[src/rtl/ask4_pkg.sv]
// Shared types and default timing constants for the 4-level ASK receive path.
package ask4_pkg;

  typedef logic [1:0] sym_t;

  typedef enum logic [1:0] {
    IDLE,
    ACQ,
    LOCK
  } state_t;

  localparam int unsigned HP0_DEF     = 4;
  localparam int unsigned HP1_DEF     = 8;
  localparam int unsigned HP2_DEF     = 16;
  localparam int unsigned HP3_DEF     = 32;
  localparam int unsigned TOL_DEF     = 1;
  localparam int unsigned CONFIRM_DEF = 3;
  localparam int unsigned CNT_W_DEF   = 8;

  // True when meas lies within hp +/- tol (written to avoid unsigned underflow).
  function automatic logic in_tol(input int unsigned meas, input int unsigned hp,
                                  input int unsigned tol);
    return ((meas + tol) >= hp) && (meas <= (hp + tol));
  endfunction

endpackage

[src/rtl/ask4_edge_sync.sv]
// Two-flop synchronizer for the asynchronous carrier plus a registered
// any-transition edge pulse.
module ask4_edge_sync (
  input  logic clk,
  input  logic rst,
  input  logic din,
  output logic pulse
);

  logic s1, s2, s3;

  always_ff @(posedge clk) begin
    if (rst) begin
      s1    <= 1'b0;
      s2    <= 1'b0;
      s3    <= 1'b0;
      pulse <= 1'b0;
    end else begin
      s1    <= din;
      s2    <= s1;
      s3    <= s2;
      pulse <= s2 ^ s3;
    end
  end

endmodule

[src/rtl/ask4_demodulator.sv]
// Recovers 2-bit symbols from the half-period of a 4-level carrier.
// Optional error statistics port/counter: define ASK4_DEMOD_STATS_EN.
module ask4_demodulator
  import ask4_pkg::*;
#(
  parameter int unsigned HP0     = HP0_DEF,
  parameter int unsigned HP1     = HP1_DEF,
  parameter int unsigned HP2     = HP2_DEF,
  parameter int unsigned HP3     = HP3_DEF,
  parameter int unsigned TOL     = TOL_DEF,
  parameter int unsigned CONFIRM = CONFIRM_DEF,
  parameter int unsigned CNT_W   = CNT_W_DEF
) (
  input  logic       clk,
  input  logic       rst,
  input  logic       rx_in,
  output logic [1:0] sym_out,
  output logic       sym_valid,
  output logic       lock,
  output logic       err
`ifdef ASK4_DEMOD_STATS_EN
  ,
  output logic [15:0] err_count
`endif
);

  localparam logic [CNT_W-1:0] CNT_MAX = '1;
  localparam logic [CNT_W-1:0] TO_LIM  = CNT_W'(HP3 + TOL + 1);
  localparam int unsigned      MW      = (CONFIRM < 2) ? 1 : $clog2(CONFIRM + 1);

  logic             edge_p;
  logic [CNT_W-1:0] hp_cnt;
  logic             timeout;
  sym_t             cls;
  logic             cls_ok;
  state_t           state;
  sym_t             cand;
  logic [MW-1:0]    match;
  logic [MW-1:0]    match_nxt;
  logic             match_hit;

  ask4_edge_sync u_sync (
    .clk   (clk),
    .rst   (rst),
    .din   (rx_in),
    .pulse (edge_p)
  );

  always_ff @(posedge clk) begin
    if (rst) begin
      hp_cnt <= '0;
    end else if (edge_p) begin
      hp_cnt <= CNT_W'(1);
    end else if (hp_cnt != CNT_MAX) begin
      hp_cnt <= hp_cnt + CNT_W'(1);
    end
  end

  // hp_cnt passes TO_LIM only once per gap, so the timeout fires at most once.
  assign timeout = !edge_p && (hp_cnt == TO_LIM);

  always_comb begin
    cls    = '0;
    cls_ok = 1'b0;
    if (in_tol(32'(hp_cnt), HP0, TOL)) begin
      cls    = 2'd0;
      cls_ok = 1'b1;
    end else if (in_tol(32'(hp_cnt), HP1, TOL)) begin
      cls    = 2'd1;
      cls_ok = 1'b1;
    end else if (in_tol(32'(hp_cnt), HP2, TOL)) begin
      cls    = 2'd2;
      cls_ok = 1'b1;
    end else if (in_tol(32'(hp_cnt), HP3, TOL)) begin
      cls    = 2'd3;
      cls_ok = 1'b1;
    end
  end

  // A stale cand after arming is harmless: match is 0, so a hit still yields 1.
  always_comb begin
    match_nxt = (cls == cand) ? (match + MW'(1)) : MW'(1);
    match_hit = (match_nxt >= MW'(CONFIRM));
  end

  always_ff @(posedge clk) begin
    if (rst) begin
      state     <= IDLE;
      cand      <= '0;
      match     <= '0;
      sym_out   <= '0;
      sym_valid <= 1'b0;
      lock      <= 1'b0;
      err       <= 1'b0;
    end else begin
      sym_valid <= 1'b0;
      err       <= 1'b0;
      case (state)
        IDLE: begin
          if (edge_p) begin
            state <= ACQ;
            match <= '0;
          end
        end
        ACQ: begin
          if (edge_p && cls_ok) begin
            cand  <= cls;
            match <= match_nxt;
            if (match_hit) begin
              state     <= LOCK;
              sym_out   <= cls;
              sym_valid <= 1'b1;
              lock      <= 1'b1;
            end
          end else if (edge_p || timeout) begin
            state <= IDLE;
            err   <= 1'b1;
          end
        end
        LOCK: begin
          if (edge_p && cls_ok) begin
            if (cls != sym_out) begin
              cand  <= cls;
              match <= MW'(1);
              if (CONFIRM <= 1) begin
                sym_out   <= cls;
                sym_valid <= 1'b1;
              end else begin
                state <= ACQ;
                lock  <= 1'b0;
              end
            end
          end else if (edge_p || timeout) begin
            state <= IDLE;
            err   <= 1'b1;
            lock  <= 1'b0;
          end
        end
        default: begin
          state <= IDLE;
          lock  <= 1'b0;
        end
      endcase
    end
  end

`ifdef ASK4_DEMOD_STATS_EN
  always_ff @(posedge clk) begin
    if (rst) begin
      err_count <= '0;
    end else if (err && (err_count != 16'hFFFF)) begin
      err_count <= err_count + 16'd1;
    end
  end
`endif

endmodule

[config.mk]
export PLATFORM = sky130hd
export DESIGN_NAME = ask4_demodulator
export DESIGN_NICKNAME = d
export VERILOG_FILES = /design/src/rtl/ask4_pkg.sv /design/src/rtl/ask4_edge_sync.sv /design/src/rtl/ask4_demodulator.sv
export SDC_FILE = /design/constraint.sdc
export NUM_CORES = 1
export LEC_CHECK = 0
export ABC_AREA = 0
export ABC_CLOCK_PERIOD_IN_PS = 7980
export CAP_MARGIN = 40
export CORE_ASPECT_RATIO = 1.4
export CORE_MARGIN = 1.5
export CORE_UTILIZATION = 63
export DETAILED_ROUTE_END_ITERATION = 8
export PLACE_DENSITY = 0.83
export SETUP_SLACK_MARGIN = 0.5
export SLEW_MARGIN = 20
export SYNTH_ARGS = -nofsm -noshare
export SYNTH_HDL_FRONTEND = slang
export SYNTH_HIERARCHICAL = 1
export SYNTH_SLANG_ARGS = --single-unit
[constraint.sdc]
create_clock -name clk -period 7.98 [get_ports clk]
set_clock_uncertainty 0.1 [all_clocks]
set_input_delay 1.596 -clock clk [delete_from_list [all_inputs] [get_ports clk]]
set_output_delay 1.596 -clock clk [all_outputs]
set_load 0.01 [all_outputs]
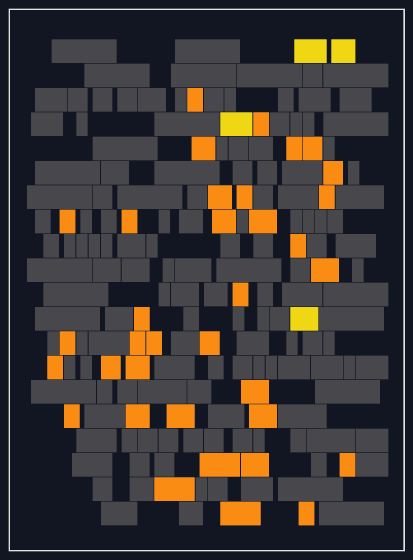
gates.png
[non-inverting ao/oa cells] yellow | cells: 4 | where: upper right
[aoi and oai cells] orange | cells: 35 | most used: o21ai_0

==> results.json <==
{
  "drt_first_pass_iters": 4,
  "r2r_cells": 9,
  "final.min_clock_period_ps": 3190,
  "finalSetupViolations": 0,
  "power_report.internal_total_mw": 0.156,
  "worst_path_max_delay_cell": "sky130_fd_sc_hd__dfxtp_1",
  "hold_path_end": "u_sync/s2",
  "ys_chip_area_mm2": 0.00148,
  "post_synth_tally_of_flip_flops_with_integrated_enable": 0,
  "ys_sh_adder_pct": 7.61,
  "setup.worst_path.end": "state[0]",
  "worst_setup_hold_path_clk_slew_ps": 120,
  "grtUsageMet1_pct": 29.1,
  "critical_path.startpoint": "hp_cnt[0]",
  "globalRoute.totalOverflow": 0,
  "synthToLayoutAreaGrowth_pct": 5.83,
  "regToRegSetupSlack_ps": 4790,
  "max_slew.worst_pin.slew_ps": 631,
  "design.seq.count": 23,
  "rel_slew_slack_pct": 57.5,
  "synth_cell_types": 53,
  "finalCritPeriodShare_pct": 40.0,
  "power_per_cell_area_mw_per_mm2": 141,
  "startpoint_type": "flip-flop",
  "grt_max_degree": 19,
  "wl_per_cell_um": 15.7,
  "clk_path_buf_depth": 2,
  "power_leakage_nw": 0.591,
  "antenna-diode-count": 0,
  "cp.required_ps": 8090,
  "ff_latch_area_um2": 460,
  "tritoncts": "built",
  "comb_area_share_pct": 60.5,
  "first_global_vias": 1293,
  "nMultiInputCombCells": 136,
  "final.hold.worst_slack_ps": 360,
  "finalWorstSetupSlack_ps": 4790,
  "critPathBufInv": 1,
  "grt_use_met2_pct": 51.5,
  "slew_viol_final": 0,
  "final_design_area_no_fill_mm2": 0.00157,
  "route.detailed.vias_per_inst": 6.35,
  "post_synthesis_net_count": 186,
  "synth.largest_area_cell": "sky130_fd_sc_hd__dfxtp_1",
  "ys_sh_simple_pct": 31.9,
  "share_comb_of_total_power_pct": 19.4,
  "core.rowCount": 20,
  "gr-usage-all-layers_pct": 27.3,
  "dp.cells": 197,
  "tap-cell-count": 22,
  "clock_tree_sinks": 23,
  "ys_ff": 23,
  "max-vdd-ir-drop_v": 0.000105,
  "power.share.sequential_pct": 56.3,
  "drt_iter0_markers": 22,
  "worst-endpoint-arrival_ps": 3300,
  "synth.cellmix.compoundShare_pct": 18.5,
  "nNonClkBuffers": 7,
  "fp.dieH_um": 60.4,
  "final_layout_size_suffix_gt1_share_pct": 11.2,
  "largestClassByArea": "logic gates",
  "width_of_the_die_um": 44.0,
  "core_util_floorplan_pct": 67.2,
  "fillers": 183,
  "power_total_mw": 0.220,
  "peak_clock_frequency_supported_by_timing_mhz": 313,
  "finalNetCount": 192,
  "pre_cts_ws_ps": 4770,
  "post_cts.resized_instances": 0,
  "ys.flop_type": "sky130_fd_sc_hd__dfxtp_1",
  "yosys.stat.seqShare_pct": 31.1,
  "synthesis.instances": 174,
  "finalWeightedCongestion": 0.889,
  "fp.dieArea_mm2": 0.00265,
  "critical_path.endpoint_type": "flip-flop",
  "num-nonclk-inverters": 9,
  "run_status": "finished clean",
  "net_switching_power_of_the_design_mw": 0.0644,
  "cp_num_cells": 9,
  "syn_area_mm2": 0.00148,
  "hpwlAfterDp_um": 2450,
  "slowest_delay_ps": 500,
  "logic_area_um2": 947,
  "leading_cell_types_in_the_layout_fill_and_taps_excluded": "23 x sky130_fd_sc_hd__dfxtp_1, 19 x sky130_fd_sc_hd__nor2_1, 9 x sky130_fd_sc_hd__inv_1, 9 x sky130_fd_sc_hd__o21ai_0, 9 x sky130_fd_sc_hd__ha_1",
  "antenna_violating_nets_post_route": 0,
  "routed_wirelength_um": 3160,
  "yosys_cells": 174,
  "grt_first_pass_wirelength_um": 5510,
  "critical-path-top-delay-family": "AND-OR/OR-AND gates",
  "cts.hold.buffers_added": 0,
  "fraction_of_power_spent_switching_nets_pct": 29.2,
  "core_area_mm2": 0.00220,
  "openroad_warning_count": 33,
  "grt_busiest_layer": "met2",
  "grt_antenna_before_repair": 0,
  "netlist_logic_family_top": "simple AND/OR/NAND/NOR gates",
  "cell_chain_of_the_critical_path": "inv_1 -> ha_1 -> or2_1 -> a22oi_1 -> nor3_1 -> nor4b_2 -> o21ai_1 -> a221o_1 -> mux2_4",
  "layout.buffer.nonclock.area_share_pct": 4.47,
  "finalNonFillerCells": 201,
  "grt_util_met3_pct": 4.46,
  "clock_tree.htree_level_count": 1,
  "sum_neg_setup_slack_ps": 0,
  "maxcap_violations": 0,
  "crit_fanout": 7,
  "synthesis.area_per_instance_um2": 8.51,
  "layout_top_cell_excl_fill_tap": "sky130_fd_sc_hd__dfxtp_1",
  "seq_share_pct": 29.4,
  "worst_hold_path_type": "flip-flop to flip-flop",
  "rr_startpoint": "hp_cnt[0]",
  "hold_path_depth": 1,
  "power.clock.fraction_pct": 24.3,
  "yosys.area.top_type_share_pct": 31.1,
  "final_core_util_pct": 71.1,
  "dr_total_vias": 1276,
  "synth-xor-area-share_pct": 2.96,
  "clock_tree.root_cell": "sky130_fd_sc_hd__clkbuf_4",
  "post_cts_setup_buffer_count": 0,
  "synth.mux.area_fraction_pct": 3.04,
  "worstSkewPairLatency_ps": 310,
  "hp-start": "u_sync/s1",
  "grt_setup_unrepaired": "false",
  "count_of_final_hold_check_violations": 0,
  "reg2reg_to": "state[0]",
  "synth_async_sr_flop_share_pct": 0,
  "placed_area_mm2": 0.00154,
  "worst-setup-path-type": "flip-flop to flip-flop",
  "drc_errors": 0,
  "clock_cell_area_share_pct": 1.76,
  "num-clock-buffers": 3,
  "synth-warning-count": 6
}
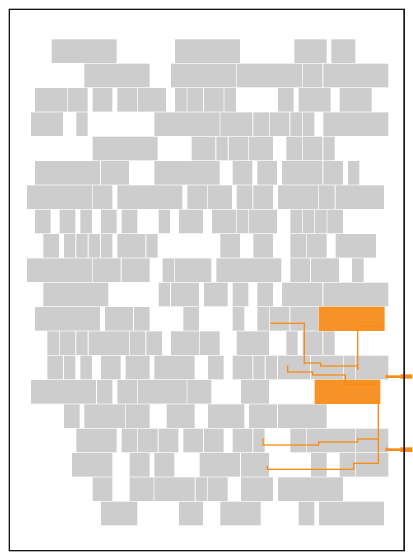
port_trees.png
[`sym_out`] orange | direction: output | edge: right | end cells: 2 | buffers: 2 | wire: 72.8 um
IO Pins: 8
IO buf count: 7

[registers in the layout, summed over array words and instances, names as in the netlist]
register / count
hp_cnt: 8
cand: 2
match: 2
state: 2
sym_out: 2
err: 1
lock: 1
sym_valid: 1
u_sync/pulse: 1
u_sync/s1: 1
u_sync/s2: 1
u_sync/s3: 1
[synthesized netlist by cell type, types with 3 or more instances]
| cell | n |
|---|---|
| sky130_fd_sc_hd__dfxtp_1 | 23 |
| sky130_fd_sc_hd__nor2_1 | 19 |
| sky130_fd_sc_hd__ha_1 | 9 |
| sky130_fd_sc_hd__inv_1 | 9 |
| sky130_fd_sc_hd__o21ai_0 | 9 |
| sky130_fd_sc_hd__nor2b_1 | 8 |
| sky130_fd_sc_hd__nor3_1 | 8 |
| sky130_fd_sc_hd__a21oi_1 | 7 |
| sky130_fd_sc_hd__nand2_1 | 7 |
| sky130_fd_sc_hd__nand2b_1 | 6 |
| sky130_fd_sc_hd__a31oi_1 | 4 |
| sky130_fd_sc_hd__or2_2 | 4 |
| sky130_fd_sc_hd__xnor2_1 | 4 |
| sky130_fd_sc_hd__and3_1 | 3 |
| sky130_fd_sc_hd__mux2i_1 | 3 |
| sky130_fd_sc_hd__nand3_1 | 3 |
| sky130_fd_sc_hd__nand4_1 | 3 |
| sky130_fd_sc_hd__nor4b_2 | 3 |
| sky130_fd_sc_hd__or2_1 | 3 |
[power groups by stage]
stage          clock network, mW  registers (mW)  logic, mW
2_1_floorplan                  0           0.125     0.0333
3_3_place_gp                   0           0.126     0.0408
6_report                  0.0536           0.124     0.0427
3_5_place_dp                   0           0.126     0.0421
4_1_cts                   0.0550           0.124     0.0422
5_1_grt                   0.0604           0.125     0.0480
[metal layers]
metal	routed length (um)	up-vias
li1	-	632
met1	1310	612
met2	1720	23
met3	66	9
met4	66	0
met5	0	-
